**Run 1: I/O pins on the die edge**

Drawn at 2 px/um. Pins as bars across the die edge, other pins in gray.
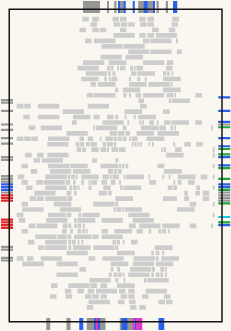
**Run 1: routed metal, one color a layer**

Drawn at 2 px/um.
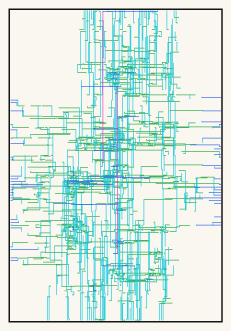
**Run 1: cell area per tile**

Drawn at 2 px/um. The die is cut into 11 by 16 equal tiles; black is low, pale yellow is high, 0 to 100% covered.
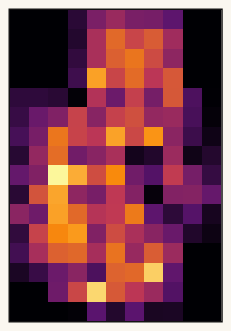
$ cat src/rtl/inst_enc32.sv
// inst_enc32: two-stage RV32I encoder turning decoded fields plus an immediate into a packed word.
// Define IMM_RANGE_CHECK_EN to enable immediate range checking (out_err, err_cnt).
module inst_enc32 #(
  parameter int INSTWIDTH = 32,
  parameter int DATAWIDTH = 32
) (
  input  logic                        clk,
  input  logic                        rst,
  input  logic                        in_valid,
  output logic                        in_ready,
  input  logic [6:0]                  in_opcode,
  input  logic [4:0]                  in_rd,
  input  logic [4:0]                  in_rs1,
  input  logic [4:0]                  in_rs2,
  input  logic [2:0]                  in_funct3,
  input  logic [6:0]                  in_funct7,
  input  logic signed [DATAWIDTH-1:0] in_imm,
  output logic                        out_valid,
  input  logic                        out_ready,
  output logic [INSTWIDTH-1:0]        out_inst,
  output logic                        out_err,
  output logic [7:0]                  err_cnt
);

  localparam logic [6:0] OP_LUI    = 7'b0110111;
  localparam logic [6:0] OP_AUIPC  = 7'b0010111;
  localparam logic [6:0] OP_JAL    = 7'b1101111;
  localparam logic [6:0] OP_JALR   = 7'b1100111;
  localparam logic [6:0] OP_BRANCH = 7'b1100011;
  localparam logic [6:0] OP_LOAD   = 7'b0000011;
  localparam logic [6:0] OP_STORE  = 7'b0100011;
  localparam logic [6:0] OP_OPRI   = 7'b0010011;

  function automatic logic is_shift(input logic [6:0] op, input logic [2:0] f3);
    return (op == OP_OPRI) && ((f3 == 3'b001) || (f3 == 3'b101));
  endfunction

  function automatic logic [31:0] pack(
    input logic [6:0]  op,
    input logic [4:0]  rd,
    input logic [4:0]  rs1,
    input logic [4:0]  rs2,
    input logic [2:0]  f3,
    input logic [6:0]  f7,
    input logic [31:0] imm
  );
    logic [31:0] w;
    case (op)
      OP_LUI, OP_AUIPC: w = {imm[31:12], rd, op};
      OP_JAL:           w = {imm[20], imm[10:1], imm[11], imm[19:12], rd, op};
      OP_JALR, OP_LOAD: w = {imm[11:0], rs1, f3, rd, op};
      OP_OPRI:          w = is_shift(op, f3) ? {f7, imm[4:0], rs1, f3, rd, op}
                                             : {imm[11:0], rs1, f3, rd, op};
      OP_STORE:         w = {imm[11:5], rs2, rs1, f3, imm[4:0], op};
      OP_BRANCH:        w = {imm[12], imm[10:5], rs2, rs1, f3, imm[4:1], imm[11], op};
      default:          w = {f7, rs2, rs1, f3, rd, op};
    endcase
    return w;
  endfunction

`ifdef IMM_RANGE_CHECK_EN
  function automatic logic imm_bad(
    input logic [6:0]                  op,
    input logic [2:0]                  f3,
    input logic signed [DATAWIDTH-1:0] imm
  );
    logic bad;
    case (op)
      OP_LUI, OP_AUIPC: bad = (imm[11:0] != 12'd0);
      OP_JAL:           bad = (imm < -1048576) || (imm > 1048574) || imm[0];
      OP_BRANCH:        bad = (imm < -4096) || (imm > 4094) || imm[0];
      OP_JALR, OP_LOAD, OP_STORE: bad = (imm < -2048) || (imm > 2047);
      OP_OPRI:          bad = is_shift(op, f3) ? ((imm < 0) || (imm > 31))
                                               : ((imm < -2048) || (imm > 2047));
      default:          bad = 1'b0;
    endcase
    return bad;
  endfunction
`endif

  logic                        vld_p1;
  logic [6:0]                  op_p1;
  logic [4:0]                  rd_p1, rs1_p1, rs2_p1;
  logic [2:0]                  f3_p1;
  logic [6:0]                  f7_p1;
  logic signed [DATAWIDTH-1:0] imm_p1;
  logic [31:0]                 word_p1;
  logic                        err_p1;
  logic                        s2_free, in_fire;

  // S2 can take a word when empty or when its current word leaves this cycle
  assign s2_free  = !out_valid || out_ready;
  assign in_ready = !vld_p1 || s2_free;
  assign in_fire  = in_valid && in_ready;

  // ---- stage 1: capture request fields ----
  always_ff @(posedge clk or posedge rst) begin
    if (rst)          vld_p1 <= 1'b0;
    else if (in_fire) vld_p1 <= 1'b1;
    else if (s2_free) vld_p1 <= 1'b0;
  end

  always_ff @(posedge clk) begin
    if (in_fire) begin
      op_p1  <= in_opcode;
      rd_p1  <= in_rd;
      rs1_p1 <= in_rs1;
      rs2_p1 <= in_rs2;
      f3_p1  <= in_funct3;
      f7_p1  <= in_funct7;
      imm_p1 <= in_imm;
    end
  end

  assign word_p1 = pack(op_p1, rd_p1, rs1_p1, rs2_p1, f3_p1, f7_p1, imm_p1[31:0]);
`ifdef IMM_RANGE_CHECK_EN
  assign err_p1 = imm_bad(op_p1, f3_p1, imm_p1);
`else
  assign err_p1 = 1'b0;
`endif

  // ---- stage 2: registered packed word and error flag ----
  always_ff @(posedge clk or posedge rst) begin
    if (rst) begin
      out_valid <= 1'b0;
      out_inst  <= '0;
      out_err   <= 1'b0;
    end else if (s2_free) begin
      out_valid <= vld_p1;
      if (vld_p1) begin
        out_inst <= INSTWIDTH'(word_p1);
        out_err  <= err_p1;
      end
    end
  end

`ifdef IMM_RANGE_CHECK_EN
  always_ff @(posedge clk or posedge rst) begin
    if (rst)
      err_cnt <= 8'd0;
    else if (out_valid && out_ready && out_err && (err_cnt != 8'hFF))
      err_cnt <= err_cnt + 8'd1;
  end
`else
  assign err_cnt = 8'd0;
`endif

endmodule

$ cat config.mk
export PLATFORM = sky130hd
export DESIGN_NAME = inst_enc32
export DESIGN_NICKNAME = d
export VERILOG_FILES = /design/src/rtl/inst_enc32.sv
export SDC_FILE = /design/constraint.sdc
export NUM_CORES = 1
export LEC_CHECK = 0
export CAP_MARGIN = 20
export CORE_ASPECT_RATIO = 1.5
export CORE_MARGIN = 3
export CORE_UTILIZATION = 26
export DETAILED_ROUTE_END_ITERATION = 8
export GPL_ROUTABILITY_DRIVEN = 0
export PLACE_DENSITY_LB_ADDON = 0.25
export SYNTH_ARGS = -nofsm -noshare
export SYNTH_HDL_FRONTEND = slang
export SYNTH_SLANG_ARGS = --single-unit
$ cat constraint.sdc
create_clock -name clk -period 2.7 [get_ports clk]
set_clock_uncertainty 0.05 [all_clocks]
set_input_delay 0.27 -clock clk [delete_from_list [all_inputs] [get_ports clk]]
set_output_delay 0.27 -clock clk [all_outputs]
set_load 0.02 [all_outputs]
==> reports/README.md, run 1 <==
| Group | Quantity | This run |
|---|---|---|
| yosys | Post-synth area from yosys stat | 0.00387 mm^2 |
| clock tree | Clock Pin Slew Worst Setup and Hold Paths | 70 ps |
| layout | Non-clock buffer instance count of the final layout | 108 |
| run | OpenROAD warning count | 26 |
| grt | Antenna violations before repair | 0 |
| floorplanning | Die W | 106 um |
| grt | Number of global-route vias before repair | 2686 |
| final timing | Measured slew at the worst slew-check pin | 628 ps |
| routing | Post-route antenna net violation count | 0 |
| power and ir drop | Pwr per Cell Area | 711 mW/mm^2 |
| layout | Commonest cells after routing, fill and taps aside | sky130_fd_sc_hd__clkdlybuf4s50_1, sky130_fd_sc_hd__edfxtp_1, sky130_fd_sc_hd__dfrtp_1 |
| final timing | Unrepaired setup endpoints after global routing | no |
| clock tree | Number of post-CTS setup repair buffers | 0 |
| floorplanning | Area of the core | 0.0146 mm^2 |
| layout | Share of post-route cells with drive strength above 1 | 7.52% |
| power and ir drop | Internal power | 2.91 mW |
| yosys | Synth Cell Area | 0.00387 mm^2 |
| layout | Fill cell count | 1451 |
| outcome | Outcome | finished, final reports clean |
| layout | Combined flip-flop and latch cell area | 0.00277 mm^2 |
| yosys | Xor-xnor portion of the synthesized cell area | 0% |
| grt | First-pass GRT wire length | 14700 um |
| final timing | Worst slew margin relative to its limit | 57.9% |
| power and ir drop | Relative contribution of combinational cells to total power | 16.1% |
| layout | Clock Network Area Fraction | 6.05% |
| grt | Global router's overall resource usage | 11.8% |
| critical path | Source of the worst register-to-register timing path | op_p1[6]$_DFFE_PP_ |
| routing | Via density | 4.48 |
| grt | Met2 track utilization from global routing | 21.3% |
| critical path | Worst endpoint required time | 2910 ps |
| layout | Post-layout net count | 462 |
| floorplanning | Die height | 156 um |
| routing | Met2 routed WL | 5220 um |
| hold path | Class of the worst hold path | in2async |
| clock tree | Clock buffers created by TritonCTS | 9 |
| layout | Sequential cell area share | 51.1% |
| layout | Multi-input gate share of total cell area | 18.3% |
| yosys | Area fraction in full adders, half adders and majority gates | 0% |
| routing | Total via count in the routed design | 2668 |
| power and ir drop | Power Clock | 1.38 mW |
| power and ir drop | Leakage power of the design | 1.99 nW |
| layout | Signal buf overhead | 19.8% |
| yosys | Aoi/oai-family share of the synthesized area | 11.1% |
| grt | Pin count of the biggest net entering global routing | 65 |
| yosys | Synthesized instance count | 292 |
| power and ir drop | Worst voltage drop across the vdd grid | 0.350 mV |
| final timing | Aggregate negative setup slack | 0 ps |
| critical path | Length in cells of the worst reg-to-reg path | 4 |
| power and ir drop | Share of total power in the clock network | 35.7% |
| clock tree | Number of levels the H-tree was split into | 3 |
| floorplanning | I/O pin total | 111 |
| yosys | Number of distinct standard cells referenced by the synthesized netlist | 40 |
| placed design | PortBufs | 101 |
| critical path | Endpoint of the worst register-to-register path | out_inst[29]$_DFFE_PP0P_ |
| critical path | Capturing element type of the critical path | flop |
| layout | Comb gate area | 992 um^2 |
| run | Count of maximum capacitance violations | 0 |
| critical path | Type of element launching the critical path | flop |
| floorplanning | Placement Rows | 54 |
| routing | Final routed wirelength across all metal layers | 9520 um |
| yosys | Mean instance size in the synthesized netlist | 13.3 um^2 |
| power and ir drop | Switch share | 24.5% |
| yosys | Yosys warnings | 0 |
| layout | Layout clock buffers | 10 |
| clock tree | TritonCTS clock tree | built |
| final timing | Fin crit share | 74.6% |
| layout | Antenna cell count | 0 |
| yosys | Top logic cell family in the synthesized netlist | simple AND/OR/NAND/NOR gates |
| layout | Inverters excl. clock | 2 |
| layout | Area growth from synthesis to final layout | 39.9% |
| critical path | Critical Setup Path Class | reg2reg |
| final timing | Final setup fails | 0 |
| clock tree | Buffers from clock root to sink, at most | 2 |
| final timing | Maximum clock frequency | 0.496 GHz |
| routing | Number of iterations in the first detailed-routing pass | 4 |
| clock tree | CTS resizes | 0 |
| power and ir drop | Largest power group | registers |
| routing | Starting DRC count in detailed routing | 214 |
| yosys | Registers, synthesis | 98 |
| layout | Seq Cell Count | 98 |
Back to the opening pictures, 'I/O pins on the die edge':
color	port	pins	direction	edge
magenta	`in_rs1`	5	input	south
blue	`out_inst`	32	output	11 south, 10 east, 8 north, 3 west
red	`in_funct7`	7	input	west
cyan	`out_err`	1	output	east
green	`err_cnt`	8	output	east
all pins by edge	31 south, 29 north, 27 west, 24 east

Back to the opening pictures, 'routed metal, one color a layer':
color	layer	wire length
blue	met3	544 um
green	met1	3600 um
magenta	met4	159 um
cyan	met2	5220 um

Back to the opening pictures, 'cell area per tile':
mean over tiles	32%
tiles over 75% full	5.7%
nearly empty tiles	22%
emptiest ninth of the die	north-west
fullest tile	98%

## run 1: cells in the mapped netlist
master | number | area (um^2)
sky130_fd_sc_hd__a32oi_1 | 1 | 8.76
sky130_fd_sc_hd__nand4_1 | 1 | 6.26
sky130_fd_sc_hd__o21ai_0 | 27 | 135
sky130_fd_sc_hd__or4_1 | 1 | 7.51
sky130_fd_sc_hd__a41oi_1 | 1 | 8.76
sky130_fd_sc_hd__and3b_1 | 1 | 8.76
sky130_fd_sc_hd__and4b_1 | 1 | 10.0
sky130_fd_sc_hd__nand2_1 | 27 | 101
sky130_fd_sc_hd__mux2i_1 | 6 | 60.1
sky130_fd_sc_hd__o41a_1 | 1 | 11.3
sky130_fd_sc_hd__nor2_1 | 23 | 86.3
sky130_fd_sc_hd__nor2b_1 | 6 | 37.5
sky130_fd_sc_hd__conb_1 | 1 | 3.75
sky130_fd_sc_hd__clkbuf_1 | 11 | 41.3
sky130_fd_sc_hd__buf_6 | 1 | 11.3
sky130_fd_sc_hd__buf_2 | 3 | 15.0
sky130_fd_sc_hd__a221oi_1 | 5 | 43.8
sky130_fd_sc_hd__nand3_1 | 9 | 45.0
sky130_fd_sc_hd__or4_4 | 1 | 11.3
sky130_fd_sc_hd__nand3b_1 | 2 | 15.0
sky130_fd_sc_hd__dfrtp_1 | 34 | 851
sky130_fd_sc_hd__a31oi_1 | 15 | 93.8
sky130_fd_sc_hd__nor3_1 | 2 | 10.0
sky130_fd_sc_hd__or3_1 | 1 | 6.26
sky130_fd_sc_hd__o31ai_1 | 6 | 45.0
sky130_fd_sc_hd__nor3_2 | 2 | 20.0
sky130_fd_sc_hd__nor4_1 | 1 | 6.26
sky130_fd_sc_hd__nand2b_1 | 3 | 18.8
sky130_fd_sc_hd__a21oi_1 | 12 | 60.1
sky130_fd_sc_hd__buf_4 | 9 | 67.6
sky130_fd_sc_hd__edfxtp_1 | 64 | 1920
sky130_fd_sc_hd__and2_1 | 3 | 18.8
sky130_fd_sc_hd__o21ai_1 | 1 | 5.00
sky130_fd_sc_hd__nand4b_1 | 2 | 17.5
sky130_fd_sc_hd__buf_1 | 1 | 3.75
sky130_fd_sc_hd__and4bb_2 | 1 | 12.5
sky130_fd_sc_hd__o32a_1 | 1 | 10.0
sky130_fd_sc_hd__a2bb2oi_1 | 1 | 8.76
sky130_fd_sc_hd__inv_1 | 2 | 7.51
sky130_fd_sc_hd__mux2_2 | 2 | 22.5
## run 1: through the flow
stage | std cells | setup WS [ps] | power [mW] | area, um^2
3_3_place_gp | 579 | 772 | 2.51 | 5090
4_1_cts | 595 | 689 | 3.90 | 5420
6_report | 595 | 686 | 3.85 | 5420
2_1_floorplan | 300 | 620 | 2.16 | 3910
3_5_place_dp | 579 | 700 | 2.52 | 5090
5_1_grt | 595 | 600 | 4.02 | 5420
## run 1: worst max-delay path: stages (launching register included)
cell                       delay [ps]
sky130_fd_sc_hd__edfxtp_1         560
sky130_fd_sc_hd__or4_4            610
sky130_fd_sc_hd__and4bb_2         410
sky130_fd_sc_hd__o31ai_1          110
sky130_fd_sc_hd__a31oi_1          190
**Run 1: clock wiring as the flow saved it**

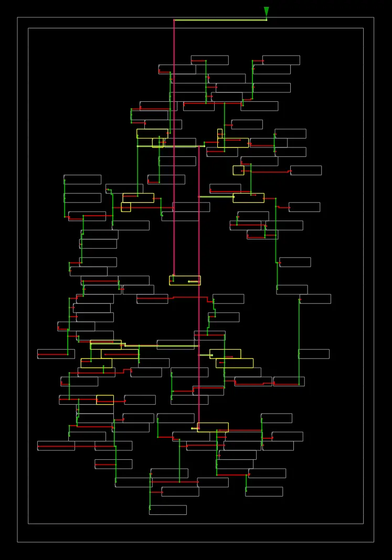

--- run 2 (diff from run 1) ---
Clock period 2.7 ns to 1.8 ns, I/O delays scaled along.
**Run 2: clock wiring as the flow saved it**

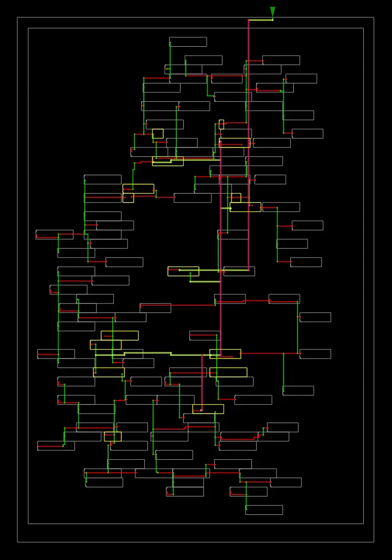
Seq Cell Count: 98
Latency at later pin: 340 ps
clock buffers created by TritonCTS: 9
Layout clock buffers: 11

==> run 2 against run 1 <==
Effect of this change:
- first-iteration DRC count fell by 20%
- clock-buffer cell count rose by 1
- global-route usage is 0.23 points higher
- synthesized cell count stayed put
- sequential power is 48% higher
- total power is 51% higher
- die size unchanged
- critical endpoint is now out_inst[28]$_DFFE_PP0P_
==> reports/README.md, run 2 <==
| Group | Quantity | This run |
|---|---|---|
| placed design | # placed instances | 592 |
| final timing | Final WS setup | 65.2 ps |
| floorplanning | Die W | 106 um |
| grt | Global router's overall resource usage | 12.0% |
| placed design | PortBufs | 101 |
| yosys | Top area contributor share | 49.6% |
| yosys | Synth Cell Area | 0.00387 mm^2 |
| placed design | Worst slack, placed | 13.0 ps |
| floorplanning | Placement Rows | 54 |
| yosys | Post-synth area from yosys stat | 0.00387 mm^2 |
| yosys | Number of distinct standard cells referenced by the synthesized netlist | 40 |
| critical path | Type of element launching the critical path | flop |
| layout | Final non-filler cell total | 609 |
| yosys | Cell with the most instances after synthesis | sky130_fd_sc_hd__edfxtp_1 |
| floorplanning | I/O pin total | 111 |
| final timing | Aggregate negative setup slack | 0 ps |
| floorplanning | Area of the core | 0.0146 mm^2 |
| hold path | Class of the worst hold path | in2async |
| final timing | Final setup fails | 0 |
| final timing | Fin crit share | 96.4% |
| layout | Post-layout net count | 476 |
| routing | Total via count in the routed design | 2705 |
| clock tree | TritonCTS clock tree | built |
| run | OpenROAD warning count | 27 |
| clock tree | Clock Pin Slew Worst Setup and Hold Paths | 70 ps |
| layout | Area growth from synthesis to final layout | 44.2% |
| routing | Post-route antenna net violation count | 0 |
| layout | Antenna cell count | 0 |
| yosys | Number of synthesized flops with an enable pin | 64 |
| power and ir drop | Final Power | 5.84 mW |
| layout | Combined flip-flop and latch cell area | 0.00277 mm^2 |
| power and ir drop | Leakage power of the design | 2.08 nW |
| yosys | Share of flip-flops with an asynchronous set or reset after synthesis | 34.7% |
| critical path | Capturing element type of the critical path | flop |
| run | Count of maximum capacitance violations | 0 |
| layout | Fill cell count | 1440 |
| power and ir drop | Worst voltage drop across the vdd grid | 0.482 mV |
| clock tree | Buffers from clock root to sink, at most | 2 |
| outcome | Outcome | finished, final reports clean |
| yosys | Synthesized instance count | 292 |
-- run 2: cell types whose count changed in the layout (fill, tap and decap cells not counted), sizes merged --
cell,change
buf,+14
clkinv,-1
clkbuf,+1
-- run 2: final timing paths --
path / start / slack (ps) / end
max: op_p1[5]$_DFFE_PP_ / 70 / out_inst[28]$_DFFE_PP0P_
min: rst / 200 / out_inst[10]$_DFFE_PP0P_
max reg2reg: op_p1[5]$_DFFE_PP_ / 70 / out_inst[28]$_DFFE_PP0P_
min reg2reg: out_inst[5]$_DFFE_PP0P_ / 430 / out_inst[5]$_DFFE_PP0P_
max in group asynchronous: rst / 1140 / out_inst[25]$_DFFE_PP0P_
min in group clk: in_rs1[3] / 340 / rs1_p1[3]$_DFFE_PP_
-- run 2: power breakdown --
part	total (mW)	internal (mW)	switching (mW)
Clock	2.08	1.26	0.815
Combinational	0.994	0.495	0.500
Sequential	2.76	2.64	0.119
Total	5.84	4.40	1.43
-- run 2: layout make-up --
| type | instances | area share, % |
|---|---|---|
| sequential | 98 | 49.6 |
| timing repair buffer | 122 | 21.8 |
| multi-input combinational | 175 | 18.2 |
| tap | 196 | 4.39 |
| clock buffer | 11 | 4.34 |
| clock inverter | 5 | 1.52 |
| inverter | 2 | 0.134 |
-- run 2: what timing repair did --
| item | in CTS | in global routing |
|---|---|---|
| hold endpoints to repair | 0 | 0 |
| gates resized | 0 | 5 |
| setup endpoints to repair | 0 | 7 |
| setup buffers | 0 | 1 |
-- run 2: kinds of logic (layout without fill, tap and decap cells) --
kind of cell	Yosys count	in the layout	synth area share, %
flops	98	98	71.6
simple gates	87	87	11.3
compound gates	71	71	11.1
buf+inv	27	140	3.78
mux	8	8	2.13
other cells	1	9	0.0968
-- run 2: critical path: stages, from the launching register on --
cell and delay, ps:
sky130_fd_sc_hd__edfxtp_1 380, sky130_fd_sc_hd__or4_4 590, sky130_fd_sc_hd__and4bb_4 380, sky130_fd_sc_hd__o31ai_1 70
sky130_fd_sc_hd__a31oi_1 180
-- run 2: metal layers --
metal	share of wire (%)	GRT usage (%)	wire length [um]
met3	4.1	2.20	402
met2	55	22.0	5380
met5	0	0	0
met1	39	13.7	3770
met4	2.4	5.19	231
-- run 2: stage by stage --
step / hold WS (ps) / utilization, %
3_3_place_gp: 414 / 35.8
5_1_grt: 245 / 38.3
2_1_floorplan: 229 / -
3_5_place_dp: 418 / 35.8
6_report: 196 / 38.3
4_1_cts: 220 / 38.1
No activity file was given, so power comes from the tool's default toggle rates.
